### src/rtl/inst_queue.sv
// Instruction FIFO between fetch and decode: circular buffer of {inst, pc} with flush and almost-full.
// Pop presents a registered one-cycle en_out pulse; push-to-decoder latency is 2 edges, 1 entry/cycle sustained.
module inst_queue #(
  parameter int QUEUE_SIZE_LOG    = 4,
  parameter int ALMOST_FULL_SLACK = 2,
  parameter int IDWidth           = 32,
  parameter int AddressWidth      = 32
) (
  input  logic                    clk_in,
  input  logic                    rst_in,
  input  logic                    rdy_in,
  input  logic                    if_instqueue_en_in,
  input  logic [IDWidth-1:0]      if_instqueue_inst_in,
  input  logic [AddressWidth-1:0] if_instqueue_pc_in,
  output logic                    instqueue_if_full_out,
  input  logic                    dispatcher_instqueue_rdy_in,
  input  logic                    decoder_instqueue_rst_in,
  input  logic                    rob_instqueue_clear_in,
  output logic                    instqueue_decoder_en_out,
  output logic [IDWidth-1:0]      instqueue_decoder_inst_out,
  output logic [AddressWidth-1:0] instqueue_decoder_pc_out
);

  localparam int Size = 1 << QUEUE_SIZE_LOG;
  localparam logic [QUEUE_SIZE_LOG:0] FullThresh = (QUEUE_SIZE_LOG+1)'(Size - ALMOST_FULL_SLACK);

  logic [IDWidth-1:0]      r_inst_mem [Size];
  logic [AddressWidth-1:0] r_pc_mem   [Size];
  logic [QUEUE_SIZE_LOG-1:0] r_head;
  logic [QUEUE_SIZE_LOG-1:0] r_tail;
  logic [QUEUE_SIZE_LOG:0]   r_count;

  logic w_flush;
  logic w_pop;
  logic w_push;

  assign w_flush = decoder_instqueue_rst_in | rob_instqueue_clear_in;
  assign w_pop   = (r_count != '0) && dispatcher_instqueue_rdy_in;
  // count's MSB is set only when the queue holds exactly Size entries
  assign w_push  = if_instqueue_en_in && (!r_count[QUEUE_SIZE_LOG] || w_pop);

  assign instqueue_if_full_out = (r_count >= FullThresh);

  always_ff @(posedge clk_in) begin
    if (!rst_in && rdy_in && !w_flush && w_push) begin
      r_inst_mem[r_tail] <= if_instqueue_inst_in;
      r_pc_mem[r_tail]   <= if_instqueue_pc_in;
    end
  end

  always_ff @(posedge clk_in) begin
    if (rst_in) begin
      r_head                     <= '0;
      r_tail                     <= '0;
      r_count                    <= '0;
      instqueue_decoder_en_out   <= 1'b0;
      instqueue_decoder_inst_out <= '0;
      instqueue_decoder_pc_out   <= '0;
    end else if (rdy_in) begin
      if (w_flush) begin
        r_head                   <= '0;
        r_tail                   <= '0;
        r_count                  <= '0;
        instqueue_decoder_en_out <= 1'b0;
      end else begin
        if (w_pop) begin
          instqueue_decoder_inst_out <= r_inst_mem[r_head];
          instqueue_decoder_pc_out   <= r_pc_mem[r_head];
          instqueue_decoder_en_out   <= 1'b1;
          r_head                     <= r_head + 1'b1;
        end else begin
          instqueue_decoder_en_out <= 1'b0;
        end
        if (w_push) begin
          r_tail <= r_tail + 1'b1;
        end
        case ({w_push, w_pop})
          2'b10:   r_count <= r_count + 1'b1;
          2'b01:   r_count <= r_count - 1'b1;
          default: r_count <= r_count;
        endcase
      end
    end
  end

endmodule

### config.mk
export PLATFORM = sky130hd
export DESIGN_NAME = inst_queue
export DESIGN_NICKNAME = d
export VERILOG_FILES = /design/src/rtl/inst_queue.sv
export SDC_FILE = /design/constraint.sdc
export NUM_CORES = 1
export LEC_CHECK = 0
export CELL_PAD_IN_SITES_DETAIL_PLACEMENT = 0
export CELL_PAD_IN_SITES_GLOBAL_PLACEMENT = 2
export CORE_ASPECT_RATIO = 1.25
export CORE_MARGIN = 5
export CORE_UTILIZATION = 50
export DETAILED_ROUTE_END_ITERATION = 16
export GPL_ROUTABILITY_DRIVEN = 1
export HOLD_SLACK_MARGIN = 0.05
export PLACE_DENSITY_LB_ADDON = 0.1
export REMOVE_ABC_BUFFERS = 1
export SETUP_SLACK_MARGIN = 0.4
export SKIP_CTS_REPAIR_TIMING = 1
export SLEW_MARGIN = 20
export SYNTH_ARGS = -nofsm -noshare
export SYNTH_HDL_FRONTEND = slang
export SYNTH_SLANG_ARGS = --single-unit
### constraint.sdc
create_clock -name clk_in -period 10.8 [get_ports clk_in]
set_clock_uncertainty 0.1 [all_clocks]
set_input_delay 1.08 -clock clk_in [delete_from_list [all_inputs] [get_ports clk_in]]
set_output_delay 1.08 -clock clk_in [all_outputs]
set_load 0.02 [all_outputs]
==> run_1/layer_met1.png <==
Supply wires on this layer in gray.
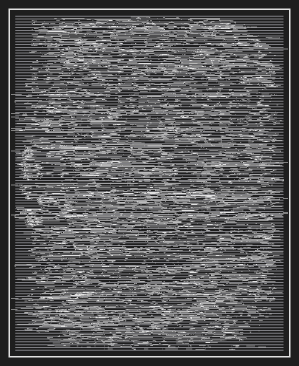
wire length on this layer = 37.3 mm
longest straight run = 79.6 um
wirelength, routed: 88100 um
met1 Resource Use GR: 28.1%
Vias: 18913

==> run_1/layer_met2.png <==
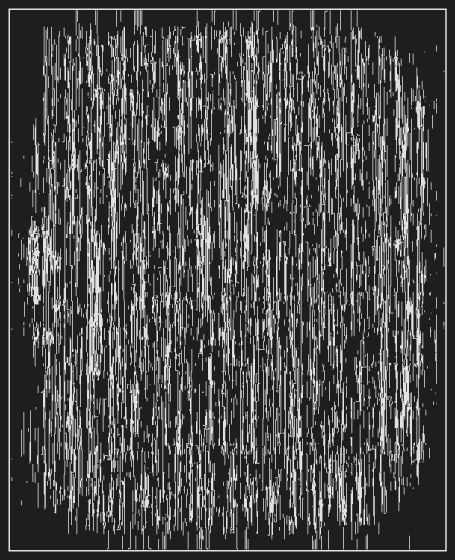
wire length on this layer = 45.0 mm
longest straight run = 129 um
share of all routed wire = 51%
nets with wire on the layer = 1894
met2 GRT Util: 33.5%

==> run_1/layer_met3.png <==
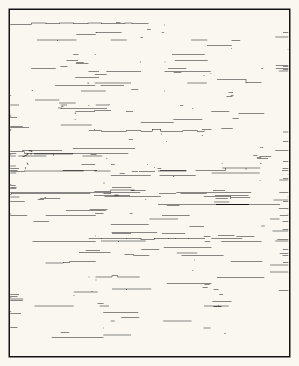
share of all routed wire = 5.3%
nets with wire on the layer = 168
longest straight run = 124 um
main direction = horizontal
wire length on this layer = 4630 um
grt met3 use: 3.71%

==> run_1/layer_met4.png <==
The bar under the picture is 100 um long. Supply wires on this layer in gray. Cells faint in the background.
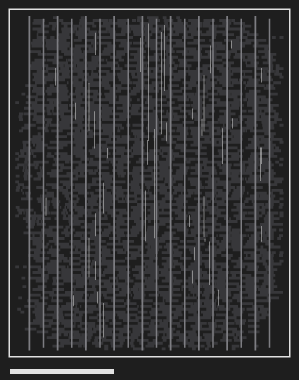
share of all routed wire = 1.4%
main direction = vertical
wire length on this layer = 1190 um

==> impl_metrics.tcl, run 1 <==
# place-and-route summary
set metrics [dict create \
    required_ns 10.98 \
    bufAreaShareNonClock_pct 3.55 \
    most_common_cell "edfxtp_1" \
    drc_errors 0 \
    fin_setup_tns_ns 0 \
    n_all_inverters 6 \
    nClkBuffers 146 \
    synth_warnings 0 \
    setup_viol 0 \
    ant_nets 0 \
    ys_async_sr_fraction_pct 0 \
    fmax_mhz 229 \
    antenna_found_initial 3 \
    worstPathMaxFanout 43 \
    synth-edff-count 1024 \
    ios 137 \
    hold_viol 0 \
    dp_slack_ns 5.62 \
    avgViaCountPerCell 5.92 \
    comb-cell-share_pct 18.5 \
    yosysCellCount 1837 \
    top_cells_by_area "edfxtp_1, mux4_2, dfxtp_1" \
    timing.hold.ws_ns 0.359 \
    overflow 0 \
    arrival_ns 4.55 \
    common_cells "edfxtp_1, mux4_2, nor2_1" \
    max-vdd-ir-drop_uv 106 \
    period_minus_slack_ns 4.37 \
    htreeDepth 3 \
    synth-main-ff-cell "edfxtp_1" \
    endpoint_kind "flop" \
    dp_cells 2989 \
    area_delta_synth_final_pct 15.2 \
    initial_core_util_pct 50.3 \
    post_drt_wl_per_cell_um 27.6 \
    warning_count 29 \
    top_layer "met4" \
    placed_area_mm2 0.0442 \
    synth_area_mm2 0.0416 \
    core_area_mm2 0.0827 \
    fin_cells 3193 \
    cts_buffers 106 \
    final_core_util_pct 57.9 \
    num_antenna_cells 3 \
    tap_cells 1080 \
    ys_seq_elements 1102 \
    synth_cell_types 51 \
    r2r_cells 5 \
    syn_inst 1837 \
    clkSinkCount 1102 \
    post-dp-hpwl_um 47200 \
    finalClockPeriodUsage_pct 40.5 \
    drt-initial-drc-count 1362 \
    area.combinational_mm2 0.00886 \
    r2r_end "instqueue_decoder_pc_out[27]" \
    ys_seq_share_pct 77.7 \
    cts.clk_slew.worst_paths_ns 0.06 \
    yosys_area_mm2 0.0416 \
    multi_input_comb_cells 627 \
    signal_buffers 175 \
    slew_viol_final 0 \
    min_from "instqueue_decoder_en_out" \
    fp.dieH_um 332 \
    flops 1102 \
    power_leakage_nw 14.5 \
    synth_top_area_share_pct 74.0 \
    status "finished clean" \
    max-slew-margin-rel_pct 26.6 \
    drive_above_1_share_pct 26.5 \
    cap_violations 0 \
    seq_area_mm2 0.0323 \
    reg2reg_from "r_head[1]" \
    synth_top_cell_by_area "edfxtp_1" \
    startpoint_type "input port" \
    final_area_mm2 0.0479 \
    pwr_density_cell_mw_per_mm2 179 \
    hold_depth 2 \
    grt_max_degree 64 \
    met2_length_um 45000 \
    grt_usage_pct 20.0 \
    met3WireLength_um 4630 \
    seq-cell-share_pct 67.5 \
    root_buffer "clkbuf_16" \
    final_common_cell "edfxtp_1" \
    gp_congestion 0.779 \
    fin_nets 2096 \
    reg2reg_slack_ns 6.77 \
    m1WireLength_um 37300 \
    largest_class "flip-flops and latches" \
    whs_endpoint "instqueue_decoder_en_out" \
    insertion_delay_ns 0.68 \
    grt_pass1_wl_um 133000 \
    setup_ws_ns 6.43 \
    worstMarginPinSlew_ns 1.10 \
    synth.avg_cell_area_um2 22.6 \
    worstSetupPathType "input port to flop" \
    first_pass_iters 5 \
    final_cell_mix "edfxtp_1, mux4_2, clkdlybuf4s50_1, clkbuf_16, dfxtp_1" \
    min_path_type "flop to flop" \
    rsz0062_at_grt "false" \
    p_total_mw 8.55 \
    fill_cells 6095 \
    die_area_mm2 0.0890 \
    clockBufferDepth 3 \
    grt_pass1_vias 20523 \
    clkCellAreaFrac_pct 7.56 \
    cts_tree "built" \
    port_buffers 136 \
    rows 118 \
    die_x_um 268 \
]
[run 1: registers in the layout, summed over array words and instances, names as in the netlist]
signal	cells
r_tail	4
instqueue_decoder_en_out	1
r_count	5
r_head	4
r_inst_mem	512
instqueue_decoder_pc_out	32
r_pc_mem	512
instqueue_decoder_inst_out	32
[run 1: report_power, final]
part           total, mW  switching (mW)  leakage (nW)  internal, mW
clock network       3.78            1.58          1.77          2.19
registers           4.67         0.00232          9.83          4.66
logic              0.110          0.0778          2.92        0.0324
[run 1: worst max-delay path by stage]
stage / from / endpoint / slack (ns) / depth (start not counted)
6_report: rdy_in / r_pc_mem[13][1] / 6.43 / 6
5_1_grt: rdy_in / r_pc_mem[13][1] / 6.25 / 6
4_1_cts: rdy_in / r_pc_mem[10][20] / 6.34 / 6
3_5_place_dp: rdy_in / r_pc_mem[10][17] / 5.62 / 6
3_3_place_gp: rst_in / r_pc_mem[8][29] / 5.72 / 5
2_1_floorplan: r_head[1] / instqueue_decoder_inst_out[0] / -1.18 / 3
[run 1: logic make-up after synthesis]
| logic type | after synthesis | synth area share (%) |
|---|---|---|
| compound gates | 98 | 2.10 |
| flops | 1102 | 77.7 |
| buf+inv | 108 | 1.24 |
| mux | 385 | 17.2 |
| xor+xnor | 4 | 0.0843 |
| simple gates | 133 | 1.47 |
| fa+ha+maj | 7 | 0.211 |
[run 1: per-layer routing]
layer  global-route usage, %  vias to the layer above
met5                       0                        -
met4                    3.85                        0
met3                    3.71                       96
met2                    33.5                      456
met1                    28.1                    10234
li1                        -                     8127
[run 1: critical path, cell delays in order]
cell and delay [ns]:
clkdlybuf4s50_1 0.76, o211ai_1 0.26, nor3_1 0.45, nand2_1 0.35
nor2_4 0.77, buf_4 0.78
==> run 2: changes to the inputs <==
Settings changed: CORE_UTILIZATION 50 to 44.
Clock period 10.8 ns to 3.9 ns, I/O delays scaled along.
==> run_2/layer_met4.png <==
The bar under the picture is 100 um long. Supply wires on this layer in gray. Cells faint in the background.
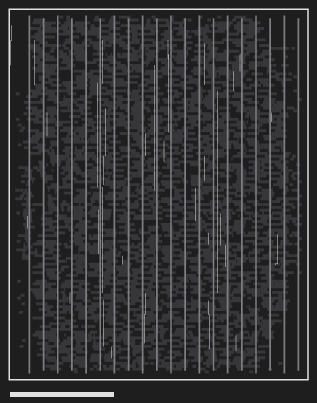
wirelength, routed: 89300 um
Vias: 18922

==> run 2 against run 1 <==
  * Combinational power went up to 2.8 times the previous value
  * Via count hardly changed
  * Critical path depth stayed put
  * Sequential power went up to 2.8 times the previous value
  * Synthesized cell count stayed put
  * Global-route usage down 2.3 points
  * Worst setup slack got worse by 5.4 ns
  * Largest cell class unchanged
  * Clock-buffer cell count unchanged
  * Utilization decreased by 6.3 points
==> impl_metrics.tcl, run 2 <==
# place-and-route summary
set metrics [dict create \
    status "finished clean" \
    max-slew-margin-rel_pct 28.3 \
    met3WireLength_um 3570 \
    grt_max_degree 65 \
    rows 126 \
    yosys_area_mm2 0.0416 \
    setup_ws_ns 1.03 \
    final_area_mm2 0.0486 \
    synth.avg_cell_area_um2 22.6 \
    startpoint_type "flop" \
    combPwrFrac_pct 1.3 \
    overflow 0 \
    cts_buffers 107 \
    common_cells "edfxtp_1, mux4_2, nor2_1" \
    grt_use_met3_pct 2.74 \
    top_cells_by_area "edfxtp_1, mux4_2, dfxtp_1" \
    r2r_cells 6 \
    drc_errors 0 \
    cts.clk_slew.worst_paths_ns 0.07 \
    die_area_mm2 0.101 \
    fp.dieH_um 354 \
    p_seq_share_pct 54.3 \
    cap_violations 0 \
    ys_async_sr_fraction_pct 0 \
    synth_top_area_share_pct 74.0 \
    clkSinkCount 1102 \
    p_total_mw 23.8 \
    final_core_util_pct 51.6 \
    die_x_um 285 \
    synth_top_cell_by_area "edfxtp_1" \
    final_cell_mix "edfxtp_1, mux4_2, clkdlybuf4s50_1, clkbuf_16, dfxtp_1" \
    area_delta_synth_final_pct 16.9 \
    p_clk_share_pct 44.4 \
    root_buffer "clkbuf_16" \
    fmax_mhz 348 \
    synth_area_mm2 0.0416 \
    insertion_delay_ns 0.66 \
    finalClockPeriodUsage_pct 73.7 \
    grt_pass1_vias 21020 \
    core_area_mm2 0.0941 \
    pwr_density_cell_mw_per_mm2 490 \
    ios 137 \
    ant_nets 0 \
    synth-main-ff-cell "edfxtp_1" \
    switching_power_mw 4.51 \
    cts_tree "built" \
    drive_above_1_share_pct 27.0 \
    fin_setup_tns_ns 0 \
    avgViaCountPerCell 5.65 \
    initial_core_util_pct 44.2 \
    port_buffers 136 \
    first_pass_iters 5 \
    dp_slack_ns 0.714 \
    most_common_cell "edfxtp_1" \
    endpoint_kind "flop" \
    syn_inst 1837 \
    timing.hold.ws_ns 0.373 \
    fin_nets 2116 \
    hold_viol 0 \
    fill_cells 7350 \
    worstMarginPinSlew_ns 1.08 \
    fin_cells 3348 \
    worstPathMaxFanout 42 \
    rsz0062_at_grt "false" \
    p_sw_share_pct 18.9 \
    min_path_type "flop to flop" \
    ys_seq_elements 1102 \
    period_minus_slack_ns 2.87 \
    synth_warnings 0 \
    top_layer "met4" \
    worstSetupPathType "flop to flop" \
]
==> run_2/layer_met2.png <==
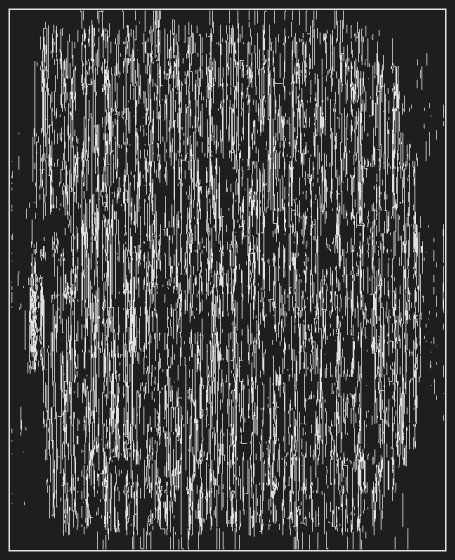
share of all routed wire = 51%
nets with wire on the layer = 1933
main direction = vertical
longest straight run = 95.5 um
met2 GRT Util: 30.6%

==> run 2: cell families (layout without fill, tap and decap cells) <==
kind of cell | Yosys count | after routing | synth area share, %
flip-flops | 1102 | 1102 | 77.7
multiplexers | 385 | 385 | 17.2
AND/OR/NAND/NOR | 133 | 133 | 1.47
buffers and inverters | 108 | 401 | 1.24
AND-OR/OR-AND | 98 | 98 | 2.10
adder cells (fa/ha/maj) | 7 | 7 | 0.211
XOR/XNOR | 4 | 4 | 0.0843
other | 0 | 2 | 0
==> run 2: final cells by class <==
| type | count | area (um2) | share of cell area [%] |
|---|---|---|---|
| clock buffer | 146 | 3030 | 6.23 |
| timing repair buffer | 194 | 2230 | 4.60 |
| sequential | 1102 | 32300 | 66.5 |
| antenna | 2 | 5.00 | 0.0103 |
| tap | 1216 | 1520 | 3.13 |
| clock inverter | 55 | 612 | 1.26 |
| multi-input combinational | 627 | 8860 | 18.2 |
| inverter | 6 | 22.5 | 0.0463 |
==> run 2: power by group through the flow <==
stage / registers, mW / clock network (mW) / logic [mW]
after CTS: 12.9 / 10.8 / 0.319
after global routing: 12.9 / 11.4 / 0.342
after floorplan: 13.2 / 0 / 0.0494
after global placement: 13.2 / 0 / 0.303
final: 12.9 / 10.6 / 0.311
after detailed placement: 13.2 / 0 / 0.318
==> run 2: worst max-delay path, cell delays in order (launching register included) <==
cell	delay, ns
dfxtp_1	0.42
nor4_4	0.45
a21oi_2	0.18
and3_4	0.23
nor2_8	0.69
buf_4	0.47
a221o_1	0.21
==> run 2: final timing paths <==
check / from / to
setup / recovery: r_count[1] / instqueue_decoder_pc_out[20]
setup reg to reg: r_count[1] / instqueue_decoder_pc_out[20]
hold / removal: instqueue_decoder_en_out / instqueue_decoder_en_out
hold reg to reg: instqueue_decoder_en_out / instqueue_decoder_en_out
Power is estimated from default activity; no workload was simulated.
